[config.mk]
export PLATFORM = sky130hd
export DESIGN_NAME = counter_flat
export DESIGN_NICKNAME = d
export VERILOG_FILES = /design/src/rtl/counter_if.sv /design/src/rtl/counter.sv /design/src/flat_wrapper.sv
export SDC_FILE = /design/constraint.sdc
export NUM_CORES = 1
export LEC_CHECK = 0
export CORE_AREA = 8 8 45 47
export DETAILED_ROUTE_END_ITERATION = 10
export DIE_AREA = 0 0 53 55
export GPL_ROUTABILITY_DRIVEN = 0
export PLACE_DENSITY = 0.69
export SYNTH_ARGS = -nofsm -noshare
export SYNTH_HDL_FRONTEND = slang
export SYNTH_SLANG_ARGS = --single-unit
[constraint.sdc]
create_clock -name clk -period 1.6 [get_ports clk]
set_clock_uncertainty 0.05 [all_clocks]
set_input_delay 0.32 -clock clk [delete_from_list [all_inputs] [get_ports clk]]
set_output_delay 0.32 -clock clk [all_outputs]
set_load 0.01 [all_outputs]
[src/rtl/counter_if.sv]
// counter_if: bundles the per-cycle control inputs (ce, sclr) and the
// results (cnt, ceo) of one counter instance so a parent can hand a
// single port to the counter and keep clock/reset as plain wires.
interface counter_if #(
  parameter int W = 8
);

  logic         ce;
  logic         sclr;
  logic [W-1:0] cnt;
  logic         ceo;

  // The parent that owns the timing decisions drives ce/sclr and watches results.
  modport master (
    output ce,
    output sclr,
    input  cnt,
    input  ceo
  );

  // The counter itself consumes the controls and produces count and strobe.
  modport slave (
    input  ce,
    input  sclr,
    output cnt,
    output ceo
  );

endinterface

[src/rtl/counter.sv]
// counter: generic up-counter used as the timing primitive of the Morse
// capture/generation blocks (pulse-length measurement in clock ticks).
// Counts 0..MODULO-1, then either wraps to 0 or holds at MODULO-1.
// sclr loads a constant but only on enabled cycles, so an unconditional
// clear must be ORed into ce by the caller. ceo is a combinational
// terminal-count strobe meant to be sampled on the next edge, which lets
// several counters be cascaded (ceo of one stage feeding ce of the next).
module counter #(
  parameter int          W        = 8,
  parameter logic [31:0] SCLR_VAL = 32'd0,
  parameter logic [32:0] MODULO   = 33'd1 << W,
  parameter bit          SATURATE = 1'b0
) (
  input logic       clk,
  input logic       aclr_n,
  counter_if.slave  bus
);

  // Last legal count; MODULO may be up to 2**W, so it is formed in 33 bits
  // and then cut down to the counter width.
  localparam logic [W-1:0] TERM = W'(MODULO - 33'd1);

  // Value placed in the counter by sclr; it is allowed to lie above TERM and
  // is then cleaned up by the wrap/hold rule on the next enabled edge.
  localparam logic [W-1:0] LOAD = SCLR_VAL[W-1:0];

  logic [W-1:0] cnt_q;
  logic [W-1:0] cnt_d;
  logic         at_term;

  // ">=" rather than "==" so an out-of-range load also wraps or holds.
  assign at_term = (cnt_q >= TERM);

  // Next-count selection: enable gates everything, load beats terminal count.
  always_comb begin
    cnt_d = cnt_q;
    if (bus.ce) begin
      if (bus.sclr) begin
        cnt_d = LOAD;
      end else if (at_term) begin
        cnt_d = SATURATE ? cnt_q : '0;
      end else begin
        cnt_d = cnt_q + W'(1);
      end
    end
  end

  // Count register; aclr_n clears it immediately regardless of the clock.
  always_ff @(posedge clk or negedge aclr_n) begin
    if (!aclr_n) begin
      cnt_q <= '0;
    end else begin
      cnt_q <= cnt_d;
    end
  end

  // Terminal-count strobe: only on an enabled, non-loading cycle sitting
  // exactly at TERM, and forced low while reset is asserted.
  always_comb begin
    bus.ceo = aclr_n & bus.ce & ~bus.sclr & (cnt_q == TERM);
  end

  assign bus.cnt = cnt_q;

endmodule

[src/flat_wrapper.sv]
// flat-port wrapper written by rule: the top's interface ports become plain ports
module counter_flat 
#(
  parameter int          W        = 8,
  parameter logic [31:0] SCLR_VAL = 32'd0,
  parameter logic [32:0] MODULO   = 33'd1 << W,
  parameter bit          SATURATE = 1'b0
)
  (clk, aclr_n, bus_ce, bus_sclr, bus_cnt, bus_ceo);
  counter_if #(.W(W)) bus_i ();
  input logic clk;
  input logic aclr_n;
  input wire logic [$bits(bus_i.ce)-1:0] bus_ce;
  input wire logic [$bits(bus_i.sclr)-1:0] bus_sclr;
  output wire logic [$bits(bus_i.cnt)-1:0] bus_cnt;
  output wire logic [$bits(bus_i.ceo)-1:0] bus_ceo;
  assign bus_i.ce = bus_ce;
  assign bus_i.sclr = bus_sclr;
  assign bus_cnt = bus_i.cnt;
  assign bus_ceo = bus_i.ceo;
  counter #(.W(W), .SCLR_VAL(SCLR_VAL), .MODULO(MODULO), .SATURATE(SATURATE)) u_core (.clk(clk), .aclr_n(aclr_n), .bus(bus_i));
endmodule
Run 1, routed metal per tile:
Scale: 6 px per µm. 11 x 11 tiles, from dark purple (low) to yellow (high), scaled to the fullest tile. Values are wire area over tile area, all layers added.
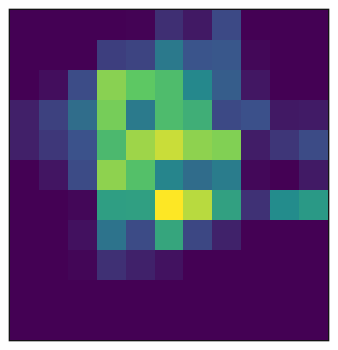
- mean over tiles: 0.074
- densest ninth of the die: middle
- fullest tile: 0.38
Total GRT Usage: 10.63%
Post-Route WL: 1.352 mm
DR WL/cell: 13.66 µm
routed vias: 525

Run 1, signal wires by layer:
Scale: 4 px per µm.
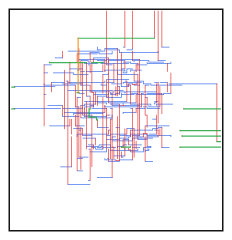
- met4: orange (wire length 13.6 µm)
- met1: blue (wire length 627 µm)
- met3: green (wire length 79.7 µm)
- met2: red (wire length 633 µm)

==> results.tsv, run 1 <==
metric	value	unit
register area share after synthesis	43.13	%
P_seq	246	µW
fill cell count	131	
simple share	25.61	%
FF-to-FF path depth	5	
hold buffers post-CTS	0	
worst path arrival time	1170	ps
logic share of the area	36.81	%
CP required	1230	ps
status	complete, no violations	
syn avg cell area	8.927	µm²
Tapcell Cnt	16	
Multi-input comb cells	42	
WL met2	632	µm
Crit-path slowest cell	clkdlybuf4s50_1	
adder share	2.695	%
Mux area share	2.156	%
core area	0.001384	mm²
Comb pwr share	34.0	%
initial antenna violation count	0	
largest class	logic gates	
Data buffer area share	31.11	%
Die ar.	0.002915	mm²
Layout area overhead	65.50	%
number of port buffers	12	
fin. max-slew vios	0	
DR vias/cell	5.303	
Final min period	1539	ps
Max Used Layer	met4	
met2 Track Usage GR	16.41	%
Largest register FFs	8	
hpwl dp	977.4	µm
Post-synth ARST share	100.0	%
AO/OA Area Share	23.99	%
Unique cell types	22	
FF-to-FF Start	u_core.bus.cnt[1]	
clock sink total	8	
PD cells	774.5	mW/mm²
Fmax	649.8	MHz
Levels on crit path	4	
Final Util	55.52	%
first-pass GRT wire length	2.194	mm
area leader, netlist	dfrtp_1	
cells after synthesis	52	
vias in the first global route	511	
CTS tree	built	
Max clock buf depth	2	
# Max-Cap Violations	0	
# rows	14	
Relative slew margins	83.94	%
Lkg Pwr	0.3699	nW
RSZ-0062 raised after global routing	no	
net switching power	173.0	µW
Yosys warning count	0	
Die Y	55	µm
flop-to-flop setup slack	160	ps
cycle use final	96.18	%
critical path type	in -> out	
Run 1, clock wires, drivers and flops:
Scale: 6 px per µm.
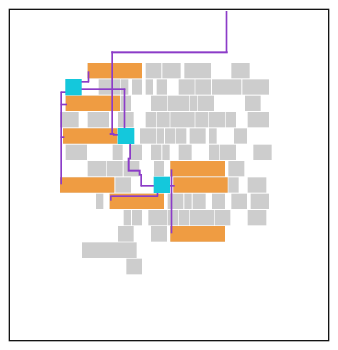
- cells driving clock nets: cyan (count 3)
- clock wires: purple (length 116 µm)
- flip-flops: orange (count 8)
- routed clock nets: 4
P_clk: 147 µW
Clock power frac: 24.6%
worst skew pair latency: 250 ps

Run 1, the metal 3 layer:
Scale: 4 px per µm. Cells faint in the background.
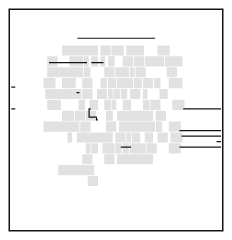
- longest straight run: 19.1 µm
- nets with wire on the layer: 11
- share of all routed wire: 5.9%
- wire length on this layer: 79.7 µm
- main direction: horizontal
routing usage on met3: 4.813%

## Run 2: what changed since run 1
CAP_MARGIN = 25   (was default)
TNS_END_PERCENT = 10   (was default)
Run 2, clock wires, drivers and flops:
Scale: 6 px per µm.
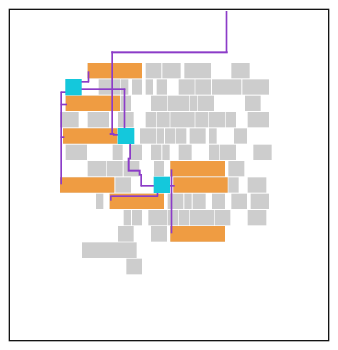
- cells driving clock nets: cyan (count 3)
- clock wires: purple (length 116 µm)
- flip-flops: orange (count 8)
- routed clock nets: 4

Run 2, routed metal per tile:
Scale: 6 px per µm. 11 x 11 tiles, from dark purple (low) to yellow (high), scaled to the fullest tile. Values are wire area over tile area, all layers added.
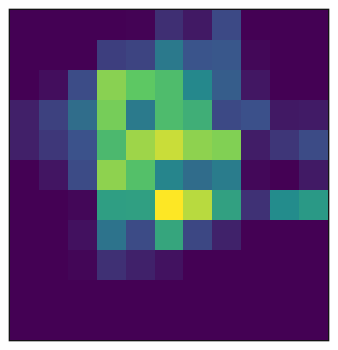
- mean over tiles: 0.074
- densest ninth of the die: middle
- fullest tile: 0.38
- tiles over half the peak: 17%
- nearly empty tiles: 46%

==> results.tsv, run 2 <==
metric	value	unit
P_seq	246	µW
# Max-Cap Violations	0	
vias in the first global route	511	
Non-clk invs	1	
Total GRT Usage	10.63	%
net switching power	173.0	µW
cycle use final	96.18	%
worst hold slack	344.0	ps
critical path type	in -> out	
routed vias	525	
Peak VDD IR	0.0004829	V
Finished Cell Area	768.2	µm²
Lkg Pwr	0.3699	nW
non-filler instance count after layout	99	
Logic area	282.8	µm²
clock sink total	8	
Logic family by area	simple AND/OR/NAND/NOR gates	
worst path arrival time	1170	ps
Unique cell types	22	
Levels on crit path	4	
Fmax	649.8	MHz
DR WL/cell	13.66	µm
fin. max-slew vios	0	
Largest register FFs	8	
flop-to-flop setup slack	160	ps
cells after synthesis	52	
Multi-input comb cells	42	
Max clock buf depth	2	
Post-Route WL	1.352	mm
critical path peak fanout	2	
Crit-path slowest cell	clkdlybuf4s50_1	
DR vias/cell	5.303	
synth cell count leaders	dfrtp_1 (8), nand2_1 (8), o21ai_0 (8)	
initial antenna violation count	0	
core area	0.001384	mm²
RSZ-0062 raised after global routing	no	
clock-pin slew on the worst setup and hold paths	50	ps
Synth Cell Area	464.2	µm²
Final Util	55.52	%
Data buffer area share	31.11	%
largest class	logic gates	
routing usage on met3	4.813	%
WL met2	632	µm
Yosys warning count	0	
most frequent logic cell in the layout	buf_4	
adder share	2.695	%
number of enable flip-flop cells	0	
Clock power frac	24.6	%
Die ar.	0.002915	mm²
CP required	1230	ps
simple share	25.61	%
AO/OA Area Share	23.99	%
syn avg cell area	8.927	µm²
number of port buffers	12	
gr busiest metal	met2	
status	complete, no violations	
Syn Nets	57	
H-tree level count	1	
Relative slew margins	83.94	%
FF-to-FF Start	u_core.bus.cnt[1]	
# rows	14	
Final min period	1539	ps
Die Y	55	µm
Placement Cell Area	709.4	µm²
first-pass GRT wire length	2.194	mm
met2 Track Usage GR	16.41	%
Tapcell Cnt	16	
hold buffers post-CTS	0	
CTS tree	built	
Top cell area share	43.13	%
diodes inserted	0	
Mux area share	2.156	%
logic share of the area	36.81	%
register area share after synthesis	43.13	%
Max Used Layer	met4	
Comb pwr share	34.0	%
sequential cell area	200.2	µm²
area leader, netlist	dfrtp_1	
Layout area overhead	65.50	%
Post-synth ARST share	100.0	%
fill cell count	131	
hpwl dp	977.4	µm
PD cells	774.5	mW/mm²
IO Pins	13	
P_clk	147	µW
worst skew pair latency	250	ps
FF-to-FF path depth	5	
flip-flops	8	
Met1 Routed Length	626	µm
ys flop type	dfrtp_1	
Run 2, the metal 3 layer:
Scale: 4 px per µm. Cells faint in the background.
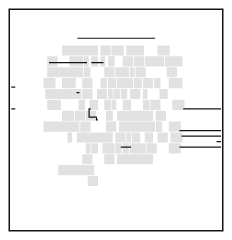

## Run 3: what changed since run 2
CORE_AREA = 10 10 47 49   (was 8 8 45 47)
DIE_AREA = 0 0 57 59   (was 0 0 53 55)
clock period = 1.5 ns   (was 1.6 ns; I/O delays follow)
Run 3, the metal 3 layer:
Scale: 4 px per µm. Cells faint in the background.
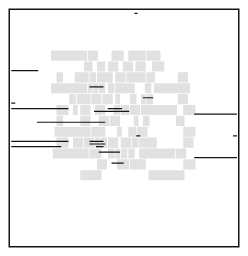
- main direction: horizontal
- nets with wire on the layer: 16
- wire length on this layer: 120 µm
- longest straight run: 16.8 µm
routed vias: 546
Post-Route WL: 1.505 mm
routing usage on met3: 3.648%

==> results.tsv, run 3 <==
metric	value	unit
Yosys warning count	0	
Die ar.	0.003363	mm²
Fmax	652.3	MHz
Clock power frac	26.2	%
vias in the first global route	554	
adder share	2.695	%
clock-pin slew on the worst setup and hold paths	60	ps
worst hold slack	344.4	ps
syn avg cell area	8.927	µm²
flip-flops	8	
ys flop type	dfrtp_1	
diodes inserted	0	
Peak VDD IR	0.0004505	V
number of port buffers	12	
critical path type	in -> out	
Comb pwr share	33.3	%
DR vias/cell	5.571	
Max clock buf depth	2	
number of enable flip-flop cells	0	
# Max-Cap Violations	0	
simple share	25.61	%
PD cells	848.3	mW/mm²
Crit-path slowest cell	clkdlybuf4s50_1	
worst path arrival time	1180	ps
net switching power	193.6	µW
Layout area overhead	62.26	%
sequential cell area	200.2	µm²
hpwl dp	1.088	mm
area leader, netlist	dfrtp_1	
core area	0.001401	mm²
FF-to-FF Start	u_core.bus.cnt[1]	
Final Util	53.75	%
FF-to-FF path depth	5	
flop-to-flop setup slack	20	ps
Top cell area share	43.13	%
Relative slew margins	84.98	%
Logic area	280.3	µm²
clock sink total	8	
most frequent logic cell in the layout	buf_4	
P_seq	259	µW
Unique cell types	22	
cells after synthesis	52	
Final setup viols	1	
non-filler instance count after layout	98	
Non-clk invs	1	
Syn Nets	57	
final setup margin	-33.02	ps
Final min period	1533	ps
hold buffers post-CTS	0	
Max Used Layer	met4	
Logic family by area	simple AND/OR/NAND/NOR gates	
Met1 Routed Length	611	µm
status	complete, but fails checks	
register area share after synthesis	43.13	%
WL met2	722	µm
met2 Track Usage GR	14.11	%
Placement Cell Area	701.9	µm²
Lkg Pwr	0.3701	nW
Tapcell Cnt	16	
failing checks	negative setup slack	
critical path peak fanout	2	
CP required	1150	ps
largest class	logic gates	
AO/OA Area Share	23.99	%
Data buffer area share	30.07	%
Run 3, routed metal per tile:
Scale: 6 px per µm. 11 x 12 tiles, from dark purple (low) to yellow (high), scaled to the fullest tile. Values are wire area over tile area, all layers added.
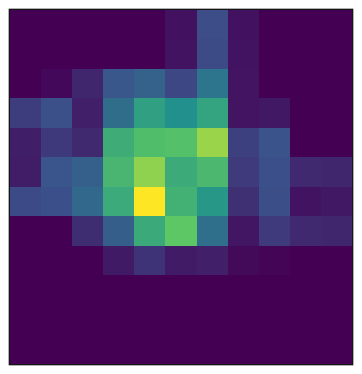
- mean over tiles: 0.074
- fullest tile: 0.50
- emptiest ninth of the die: bottom right
Total GRT Usage: 9.420%
DR WL/cell: 15.36 µm

Power is estimated from default activity; no workload was simulated.
